**src/rtl/joypad_scanner.sv**
```systemverilog
// Dual NES (4021) controller scanner with debounce and opposite-direction masking.
// Optional turbo A/B outputs on bits [9:8] are enabled by defining JPD_TURBO_EN.
module joypad_scanner #(
    parameter int unsigned CLK_DIV  = 12,
    parameter int unsigned SCAN_GAP = 30000,
    parameter int unsigned DEB_CNT  = 2
) (
    input  logic       i_clk,
    input  logic       i_rst,
    output logic       o_pad_latch,
    output logic       o_pad_clk,
    input  logic       i_pad_data_1p,
    input  logic       i_pad_data_2p,
    input  logic [1:0] i_turbo_1p,
    input  logic [1:0] i_turbo_2p,
    output logic [9:0] o_jp_vec_1p,
    output logic [9:0] o_jp_vec_2p,
    output logic       o_scan_done
);

    typedef enum logic [2:0] {
        ST_GAP,
        ST_LATCH,
        ST_SETTLE,
        ST_SAMPLE,
        ST_CLK_LO,
        ST_CLK_HI,
        ST_DONE
    } state_t;

    localparam int unsigned TMAX = (SCAN_GAP > 2 * CLK_DIV) ? SCAN_GAP : 2 * CLK_DIV;
    localparam int unsigned TW   = $clog2(TMAX + 1);

    localparam logic [TW-1:0] GAP_LAST   = TW'(SCAN_GAP - 1);
    localparam logic [TW-1:0] LATCH_LAST = TW'(2 * CLK_DIV - 1);
    localparam logic [TW-1:0] DIV_LAST   = TW'(CLK_DIV - 1);
    localparam logic [2:0]    DEB_TGT    = 3'(DEB_CNT);

    state_t        state_q, state_d;
    logic [TW-1:0] tmr_q, tmr_d;
    logic [2:0]    bit_q, bit_d;
    logic [1:0]    sync_1p_q, sync_1p_d;
    logic [1:0]    sync_2p_q, sync_2p_d;
    logic [7:0]    cap_1p_q, cap_1p_d;
    logic [7:0]    cap_2p_q, cap_2p_d;
    logic [7:0]    prev_1p_q, prev_1p_d;
    logic [7:0]    prev_2p_q, prev_2p_d;
    logic [2:0]    cnt_1p_q, cnt_1p_d;
    logic [2:0]    cnt_2p_q, cnt_2p_d;
    logic [7:0]    vec_1p_q, vec_1p_d;
    logic [7:0]    vec_2p_q, vec_2p_d;
    logic          latch_q, latch_d;
    logic          pclk_q, pclk_d;
    logic          done_q, done_d;

    function automatic logic [2:0] next_cnt(input logic [7:0] cap, input logic [7:0] prev,
                                            input logic [2:0] cnt);
        if (cap != prev) return 3'd1;
        else if (cnt >= DEB_TGT) return DEB_TGT;
        else return cnt + 3'd1;
    endfunction

    // Bit map: [4]=U [5]=D [6]=L [7]=R; opposing pairs cancel out.
    function automatic logic [7:0] resolve(input logic [7:0] v);
        logic [7:0] r;
        r = v;
        if (v[4] && v[5]) r[5:4] = 2'b00;
        if (v[6] && v[7]) r[7:6] = 2'b00;
        return r;
    endfunction

    assign sync_1p_d = {sync_1p_q[0], i_pad_data_1p};
    assign sync_2p_d = {sync_2p_q[0], i_pad_data_2p};

`ifdef JPD_TURBO_EN
    logic [3:0] rate_q, rate_d;
    logic [1:0] tb_1p_q, tb_1p_d;
    logic [1:0] tb_2p_q, tb_2p_d;

    always_comb begin
        rate_d  = rate_q;
        tb_1p_d = tb_1p_q;
        tb_2p_d = tb_2p_q;
        if (state_q == ST_DONE) begin
            rate_d  = rate_q + 4'd1;
            tb_1p_d = i_turbo_1p & {2{rate_d[3]}};
            tb_2p_d = i_turbo_2p & {2{rate_d[3]}};
        end
    end

    always_ff @(posedge i_clk or posedge i_rst) begin
        if (i_rst) begin
            rate_q  <= '0;
            tb_1p_q <= '0;
            tb_2p_q <= '0;
        end else begin
            rate_q  <= rate_d;
            tb_1p_q <= tb_1p_d;
            tb_2p_q <= tb_2p_d;
        end
    end

    assign o_jp_vec_1p = {tb_1p_q, vec_1p_q};
    assign o_jp_vec_2p = {tb_2p_q, vec_2p_q};
`else
    logic unused_turbo;
    assign unused_turbo = ^{i_turbo_1p, i_turbo_2p};
    assign o_jp_vec_1p  = {2'b00, vec_1p_q};
    assign o_jp_vec_2p  = {2'b00, vec_2p_q};
`endif

    always_comb begin
        state_d   = state_q;
        tmr_d     = tmr_q;
        bit_d     = bit_q;
        cap_1p_d  = cap_1p_q;
        cap_2p_d  = cap_2p_q;
        prev_1p_d = prev_1p_q;
        prev_2p_d = prev_2p_q;
        cnt_1p_d  = cnt_1p_q;
        cnt_2p_d  = cnt_2p_q;
        vec_1p_d  = vec_1p_q;
        vec_2p_d  = vec_2p_q;
        case (state_q)
            ST_GAP: begin
                if (tmr_q == GAP_LAST) begin
                    state_d = ST_LATCH;
                    tmr_d   = '0;
                end else begin
                    tmr_d = tmr_q + TW'(1);
                end
            end
            ST_LATCH: begin
                if (tmr_q == LATCH_LAST) begin
                    state_d = ST_SETTLE;
                    tmr_d   = '0;
                end else begin
                    tmr_d = tmr_q + TW'(1);
                end
            end
            ST_SETTLE: begin
                if (tmr_q == DIV_LAST) begin
                    state_d = ST_SAMPLE;
                    tmr_d   = '0;
                end else begin
                    tmr_d = tmr_q + TW'(1);
                end
            end
            ST_SAMPLE: begin
                cap_1p_d[bit_q] = ~sync_1p_q[1];
                cap_2p_d[bit_q] = ~sync_2p_q[1];
                tmr_d           = '0;
                state_d         = (bit_q == 3'd7) ? ST_DONE : ST_CLK_LO;
            end
            ST_CLK_LO: begin
                if (tmr_q == DIV_LAST) begin
                    state_d = ST_CLK_HI;
                    tmr_d   = '0;
                end else begin
                    tmr_d = tmr_q + TW'(1);
                end
            end
            ST_CLK_HI: begin
                if (tmr_q == DIV_LAST) begin
                    state_d = ST_SAMPLE;
                    tmr_d   = '0;
                    bit_d   = bit_q + 3'd1;
                end else begin
                    tmr_d = tmr_q + TW'(1);
                end
            end
            ST_DONE: begin
                state_d   = ST_GAP;
                tmr_d     = '0;
                bit_d     = '0;
                prev_1p_d = cap_1p_q;
                prev_2p_d = cap_2p_q;
                cnt_1p_d  = next_cnt(cap_1p_q, prev_1p_q, cnt_1p_q);
                cnt_2p_d  = next_cnt(cap_2p_q, prev_2p_q, cnt_2p_q);
                if (cnt_1p_d == DEB_TGT) vec_1p_d = resolve(cap_1p_q);
                if (cnt_2p_d == DEB_TGT) vec_2p_d = resolve(cap_2p_q);
            end
            default: begin
                state_d = ST_GAP;
                tmr_d   = '0;
                bit_d   = '0;
            end
        endcase
        // Pad lines are registered from the next state so they stay glitch-free yet align with state_q.
        latch_d = (state_d == ST_LATCH);
        pclk_d  = (state_d != ST_CLK_LO);
        done_d  = (state_d == ST_DONE);
    end

    always_ff @(posedge i_clk or posedge i_rst) begin
        if (i_rst) begin
            state_q   <= ST_GAP;
            tmr_q     <= '0;
            bit_q     <= '0;
            sync_1p_q <= '1;
            sync_2p_q <= '1;
            cap_1p_q  <= '0;
            cap_2p_q  <= '0;
            prev_1p_q <= '0;
            prev_2p_q <= '0;
            cnt_1p_q  <= '0;
            cnt_2p_q  <= '0;
            vec_1p_q  <= '0;
            vec_2p_q  <= '0;
            latch_q   <= 1'b0;
            pclk_q    <= 1'b1;
            done_q    <= 1'b0;
        end else begin
            state_q   <= state_d;
            tmr_q     <= tmr_d;
            bit_q     <= bit_d;
            sync_1p_q <= sync_1p_d;
            sync_2p_q <= sync_2p_d;
            cap_1p_q  <= cap_1p_d;
            cap_2p_q  <= cap_2p_d;
            prev_1p_q <= prev_1p_d;
            prev_2p_q <= prev_2p_d;
            cnt_1p_q  <= cnt_1p_d;
            cnt_2p_q  <= cnt_2p_d;
            vec_1p_q  <= vec_1p_d;
            vec_2p_q  <= vec_2p_d;
            latch_q   <= latch_d;
            pclk_q    <= pclk_d;
            done_q    <= done_d;
        end
    end

    assign o_pad_latch = latch_q;
    assign o_pad_clk   = pclk_q;
    assign o_scan_done = done_q;

endmodule

```
**config.mk**
```make
export PLATFORM = sky130hd
export DESIGN_NAME = joypad_scanner
export DESIGN_NICKNAME = d
export VERILOG_FILES = /design/src/rtl/joypad_scanner.sv
export SDC_FILE = /design/constraint.sdc
export NUM_CORES = 1
export LEC_CHECK = 0
export CORE_MARGIN = 1
export CORE_UTILIZATION = 59
export CTS_CLUSTER_DIAMETER = 40
export DETAILED_ROUTE_END_ITERATION = 6
export GPL_ROUTABILITY_DRIVEN = 0
export PLACE_DENSITY = 0.81
export SLEW_MARGIN = 20
export SYNTH_ARGS = -nofsm -noshare
export SYNTH_HDL_FRONTEND = slang
export SYNTH_SLANG_ARGS = --single-unit
```
**constraint.sdc**
```tcl
create_clock -name i_clk -period 6.16 [get_ports i_clk]
set_input_delay 0.924 -clock i_clk [delete_from_list [all_inputs] [get_ports i_clk]]
set_output_delay 0.924 -clock i_clk [all_outputs]
set_load 0.01 [all_outputs]
```
==> run_1/clock_nets.png <==
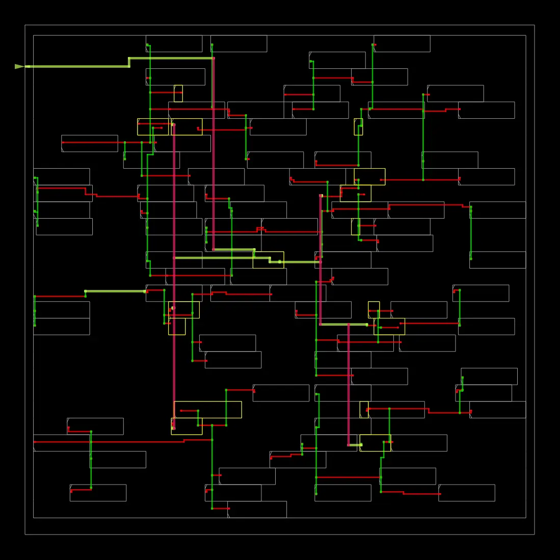
Clock Latency Late Sink: 0.34 ns
clock tree buffer count of the final layout: 13
clock sink count: 82

==> run_1/clock_wires.png <==
Scale bar: 20 µm.
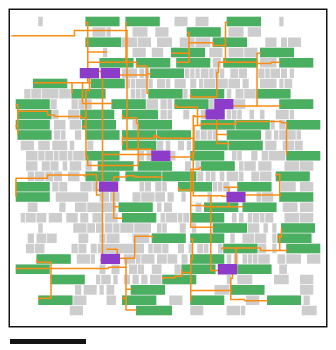
Key: purple = clock-net drivers [count 9]; green = flip-flops [count 82]; orange = clock wires [length 907 µm]
Position of the flops: widely spread.
Layout Skew: 0.00845 ns
proportion of power drawn by the clock network: 39.7%

==> run_1/gates.png <==
Scale bar: 20 µm.
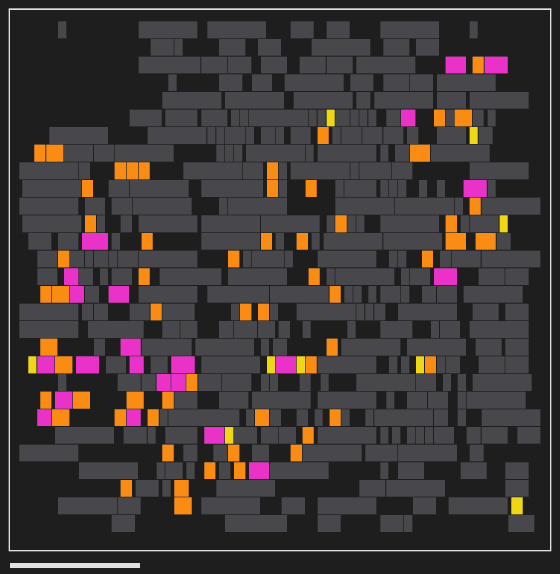
Key: magenta = and/or cells [cells 22, most used or3_1]; orange = aoi and oai cells [cells 58, most used a21oi_1]; yellow = inv cells [cells 9, most used inv_1]
post-layout instance count excluding filler cells: 476
commonest non-fill, non-tap cell in the layout: dfrtp_1

run 1: sequential cells by signal, indices dropped and copies added, names as in the netlist, 8 cells and up:
name,flops
vec_1p_q,8
tmr_q,15
prev_2p_q,8
prev_1p_q,8
cap_1p_q,8
vec_2p_q,8
cap_2p_q,8
run 1: Yosys cell counts, drive strengths merged (2+ instances only):
library cell  instances  area (µm²)
dfrtp                77        1930
nor3                  5        30.0
nor3b                 2        15.0
inv                   9        33.8
a21boi                2        15.0
ha                    7        87.6
nand2                65         244
nand4                 3        18.8
and4                  2        17.5
clkbuf                7        26.3
nand3                 8        40.0
nand3b                4        30.0
a2bb2oi               2        17.5
mux2                 16         180
o22ai                 2        12.5
nor4                 11        83.8
dfstp                 5         131
buf                  10        83.8
nor2                 19        71.3
or4                   3        26.3
nor2b                 8        50.1
or3b                  2        17.5
and3                  3        18.8
a22oi                 4        30.0
o31ai                 3        22.5
o21ai                18        90.1
a21oi                26         130
and3b                 2        17.5
xor2                 22         193
or4b                  4        40.0
xnor2                 4        35.0
nor4bb                2        20.0
a32o                  2        20.0
or3                   4        25.0
run 1: cell families (layout without fill, tap and decap cells):
logic type               count (synthesis)  in the layout  synth area share, %
adder cells (fa/ha/maj)                  7              7                 2.25
buffers and inverters                   26             49                 3.69
flip-flops                              82             82                 52.8
XOR/XNOR                                26             26                 5.84
AND-OR/OR-AND                           62             62                 9.40
other                                    1              4               0.0962
AND/OR/NAND/NOR                        152            152                 21.1
multiplexers                            17             17                 4.88
run 1: final cells by class:
cell class | count | area (µm²) | share of cell area [%]
timing repair buffer | 24 | 239 | 5.53
sequential | 82 | 2060 | 47.7
inverter | 9 | 35.0 | 0.811
tap | 77 | 96.3 | 2.23
multi-input combinational | 268 | 1710 | 39.6
clock buffer | 13 | 139 | 3.22
clock inverter | 3 | 42.5 | 0.985
==> results.txt, run 1 <==
fresh numbers from the pnr run: status=completed, area delta synth->final=10.8%, fin crit period=around 2.3 ns, count of instances resized after the clock tree is built=0, Via Count=about 2700, worst hold path cell count=0, cts hold-fix bufs=0, post-synthesis async set-or-reset flop share=100%, Setup crit start kind=flop, internal portion of total power=between 0.0007 and 0.0008 W, clock tree root buffer cell=clkbuf_8, vias in the first global route=around 2600, commonest cells after routing, fill and taps aside=dfrtp_1, nand2_1, a21oi_1, xor2_1, clkdlybuf4s50_1, DIE HEIGHT=between 80 and 90 µm, Comb power frac=under 10%, reported sequential group power=0.000542 W, peak supply drop=0.165 mV, count of pins on the block boundary=31, critical path's top delay family=flip-flops, largest fanout on the critical path=1, achievable clock frequency=about 440 MHz, Design Area, Final=0.00432 mm², setup slack of the most critical reg-to-reg path=roughly 3.9 ns, CTS tree=done, number of antenna violations at the first check in global routing=0, setup repair bufs after CTS=0, wire per inst=between 10 and 15 µm, setup violation total in the final timing report=0, critical path depth=1, leftover overflow at the end of global routing=0, cells in synth_stat.txt=roughly 370, Power Dens Cells=around 210 mW/mm², Critical Path End=o_pad_clk, count of flip-flops with a built-in enable after synthesis=0, Final Routed Wirelength=between 6 and 7 mm, Hold Fails Final Rpt=0, FF-to-FF path depth=3, synth warn=0, antenna viol nets, final=0, Flops after synth=82, number of DRC violations after detailed-routing iteration 0=~170, leak pwr=about 2.0 nW
## Run 2: what changed since run 1
--- a/config.mk
+++ b/config.mk
@@ -6,11 +6,11 @@
 export NUM_CORES = 1
 export LEC_CHECK = 0
 export CORE_MARGIN = 1
-export CORE_UTILIZATION = 59
+export CORE_UTILIZATION = 58
 export CTS_CLUSTER_DIAMETER = 40
 export DETAILED_ROUTE_END_ITERATION = 6
 export GPL_ROUTABILITY_DRIVEN = 0
-export PLACE_DENSITY = 0.81
+export PLACE_DENSITY = 0.79
 export SLEW_MARGIN = 20
 export SYNTH_ARGS = -nofsm -noshare
 export SYNTH_HDL_FRONTEND = slang
==> constraint.sdc (replaced) <==
create_clock -name i_clk -period 2.2 [get_ports i_clk]
set_input_delay 0.33 -clock i_clk [delete_from_list [all_inputs] [get_ports i_clk]]
set_output_delay 0.33 -clock i_clk [all_outputs]
set_load 0.01 [all_outputs]
==> run_2/clock_nets.png <==
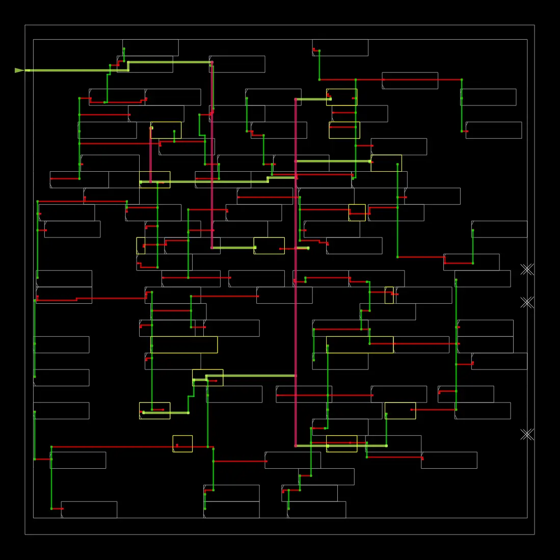
Clock Latency Late Sink: 0.35 ns
Flops: 82
clk pwr: 0.00120 W

==> run_2/gates.png <==
Scale bar: 20 µm.
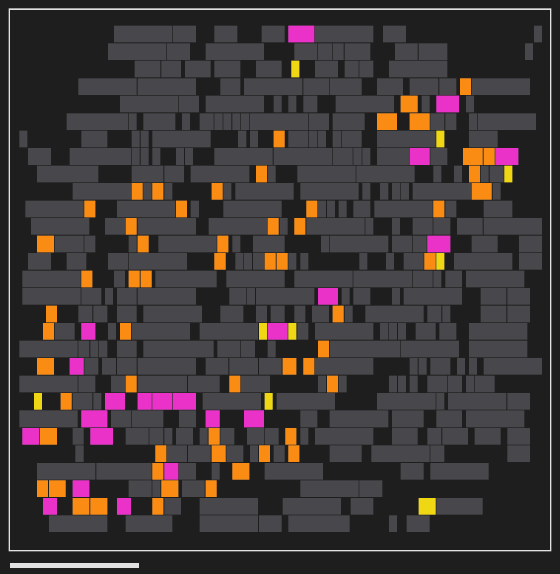
Key: magenta = and/or cells [cells 22, most used or3_1, where widely spread]; yellow = inv cells [cells 9, most used inv_1]; orange = aoi and oai cells [cells 58, most used a21oi_1, where widely spread]
post-layout instance count excluding filler cells: 486
combinational share of cell area: 38.4%

==> run_2/class_map.png <==
Scale bar: 20 µm.
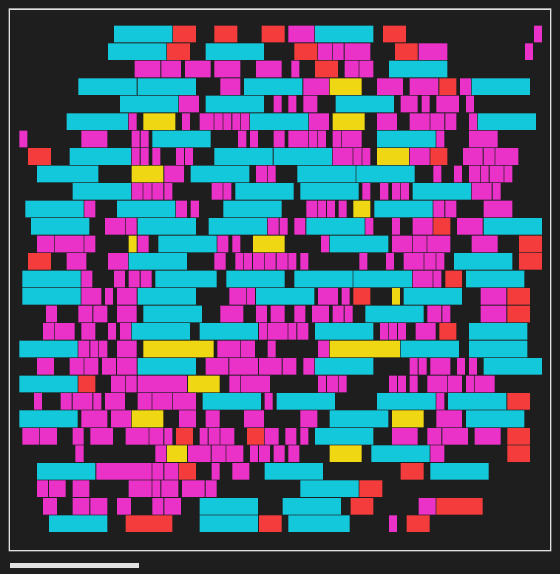
Key: magenta = remaining logic cells [cells 277, share of their area 40%]; yellow = clock drivers and dummy loads [cells 16, share of their area 5.1%]; cyan = sequential cells [cells 82, share of their area 47%]; red = remaining buffers and delay cells [cells 34, share of their area 7.7%]
placement row count: 29
fraction of the core area covered by cells at the end of the flow: 69.5%
core area: 0.00642 mm²
sequential fraction of total cell area: 46.1%
Design Area, Final: 0.00447 mm²

==> run 2 against run 1 <==
Net effect:
- the run now ends with DRC left
- register-to-register slack got worse by 3.8 ns
- count of clock-buffer cells in the layout decreased by 1
- combinational power went up to 3.0 times the previous value
- final area rose by 3.4%
- setup slack worse by 3.8 ns
- clock skew up 0.0013 ns
- non-clock buffer count is 10 higher
- sequential share of layout area down 1.6 points
- synthesized cell count stayed put
- sequential power rose to 2.8 times the previous value
- critical path depth rose by 5
- worst hold slack better by 0.0029 ns
- critical path type is now reg -> reg
==> results.txt, run 2 <==
fresh numbers from the pnr run: CTS tree=done, Flops after synth=around 82, peak supply drop=roughly 0.41 mV, number of remaining DRC errors=6, commonest non-fill, non-tap cell in the layout=dfrtp_1, clock tree root buffer cell=clkbuf_8, Hold Fails Final Rpt=0, area fraction of the dominant cell type after synthesis=49.4%, failing checks=DRC, fin crit period=between 2 and 2.5 ns, leak pwr=approximately 2.1 nW, cells in synth_stat.txt=between 300 and 400, area delta synth->final=14.5%, Final Routed Wirelength=approximately 7.1 mm, clock sink count=around 80, area of the multi-input gates=roughly 0.0017 mm², critical path's top delay family=simple AND/OR/NAND/NOR gates, commonest cells after routing, fill and taps aside=dfrtp_1, nand2_1, a21oi_1, xor2_1, clkdlybuf4s50_1, Setup crit start kind=flop, count of pins on the block boundary=31, type of destination of the critical path=flop, post-synthesis async set-or-reset flop share=100%, Power Dens Cells=just over 600 mW/mm², number of DRC violations after detailed-routing iteration 0=roughly 160, setup violation total in the final timing report=0, Area contributors post-synth=dfrtp_1, nand2_1, xor2_1, number of antenna violations at the first check in global routing=0, count of flip-flops with a built-in enable after synthesis=0, synth warn=0, area taken by flip-flops and latches=about 0.002 mm², cell type with the largest total area=dfrtp_1, most numerous cell types in the synthesized netlist=dfrtp_1, nand2_1, a21oi_1, flip-flop count of the largest register, all copies and words added=15, Layout Skew=just under 0.01 ns, antenna viol nets, final=0, Post-layout nets=about 420, largest fanout on the critical path=8, most frequently used cell type in the post-synthesis netlist=dfrtp_1, status=finished, violations left, FF-to-FF path depth=6, worst hold path cell count=0, Via Count=2744, wire per inst=~15 µm, achievable clock frequency=between 400 and 500 MHz, DIE HEIGHT=84.0 µm
==> run 2: timing repair <==
| action | 4_1_cts | 5_1_grt |
|---|---|---|
| gates resized | 1 | 2 |
| setup buffers | 0 | 0 |
| setup endpoints to repair | 8 | 8 |
| hold buffers | 0 | 0 |
==> run 2: worst max-delay path by stage <==
stage / from / cells after the start / to / slack [ns]
global route: cnt_2p_q[0] / 6 / vec_2p_q[0] / 0.003
floorplan: cnt_1p_q[0] / 7 / vec_1p_q[0] / 0.14
global placement: cnt_1p_q[0] / 6 / vec_1p_q[1] / 0.07
detailed placement: cnt_1p_q[0] / 6 / vec_1p_q[0] / -0.05
CTS: cnt_1p_q[0] / 6 / vec_1p_q[0] / 0.04
finish: cnt_1p_q[0] / 6 / vec_1p_q[0] / 0.09
==> run 2: layout make-up <==
cell class / instances / share of cell area [%]
Tap cell: 77 / 2.16
Multi-Input combinational cell: 268 / 38.4
Timing Repair Buffer: 34 / 7.51
Clock buffer: 12 / 3.25
Sequential cell: 82 / 46.1
Inverter: 9 / 0.841
Clock inverter: 4 / 1.71
==> run 2: cell families (layout without fill, tap and decap cells) <==
kind of cell / Yosys count / in the layout / synth area share, %
AOI/OAI and AO/OA: 62 / 62 / 9.40
xor gates and xnor gates: 26 / 26 / 5.84
adders and majority gates: 7 / 7 / 2.25
buffers and inverters: 26 / 59 / 3.69
DFF: 82 / 82 / 52.8
muxes: 17 / 17 / 4.88
other: 1 / 4 / 0.0962
and+or+nand+nor: 152 / 152 / 21.1
==> run 2: power by group <==
part / internal (W) / switching [W]
Clock: 0.000673 / 0.000532
Combinational: 0.00000890 / 0.0000323
Sequential: 0.00151 / 0.00000464
Power figures rest on the tool's default switching activity, not on a simulated workload.
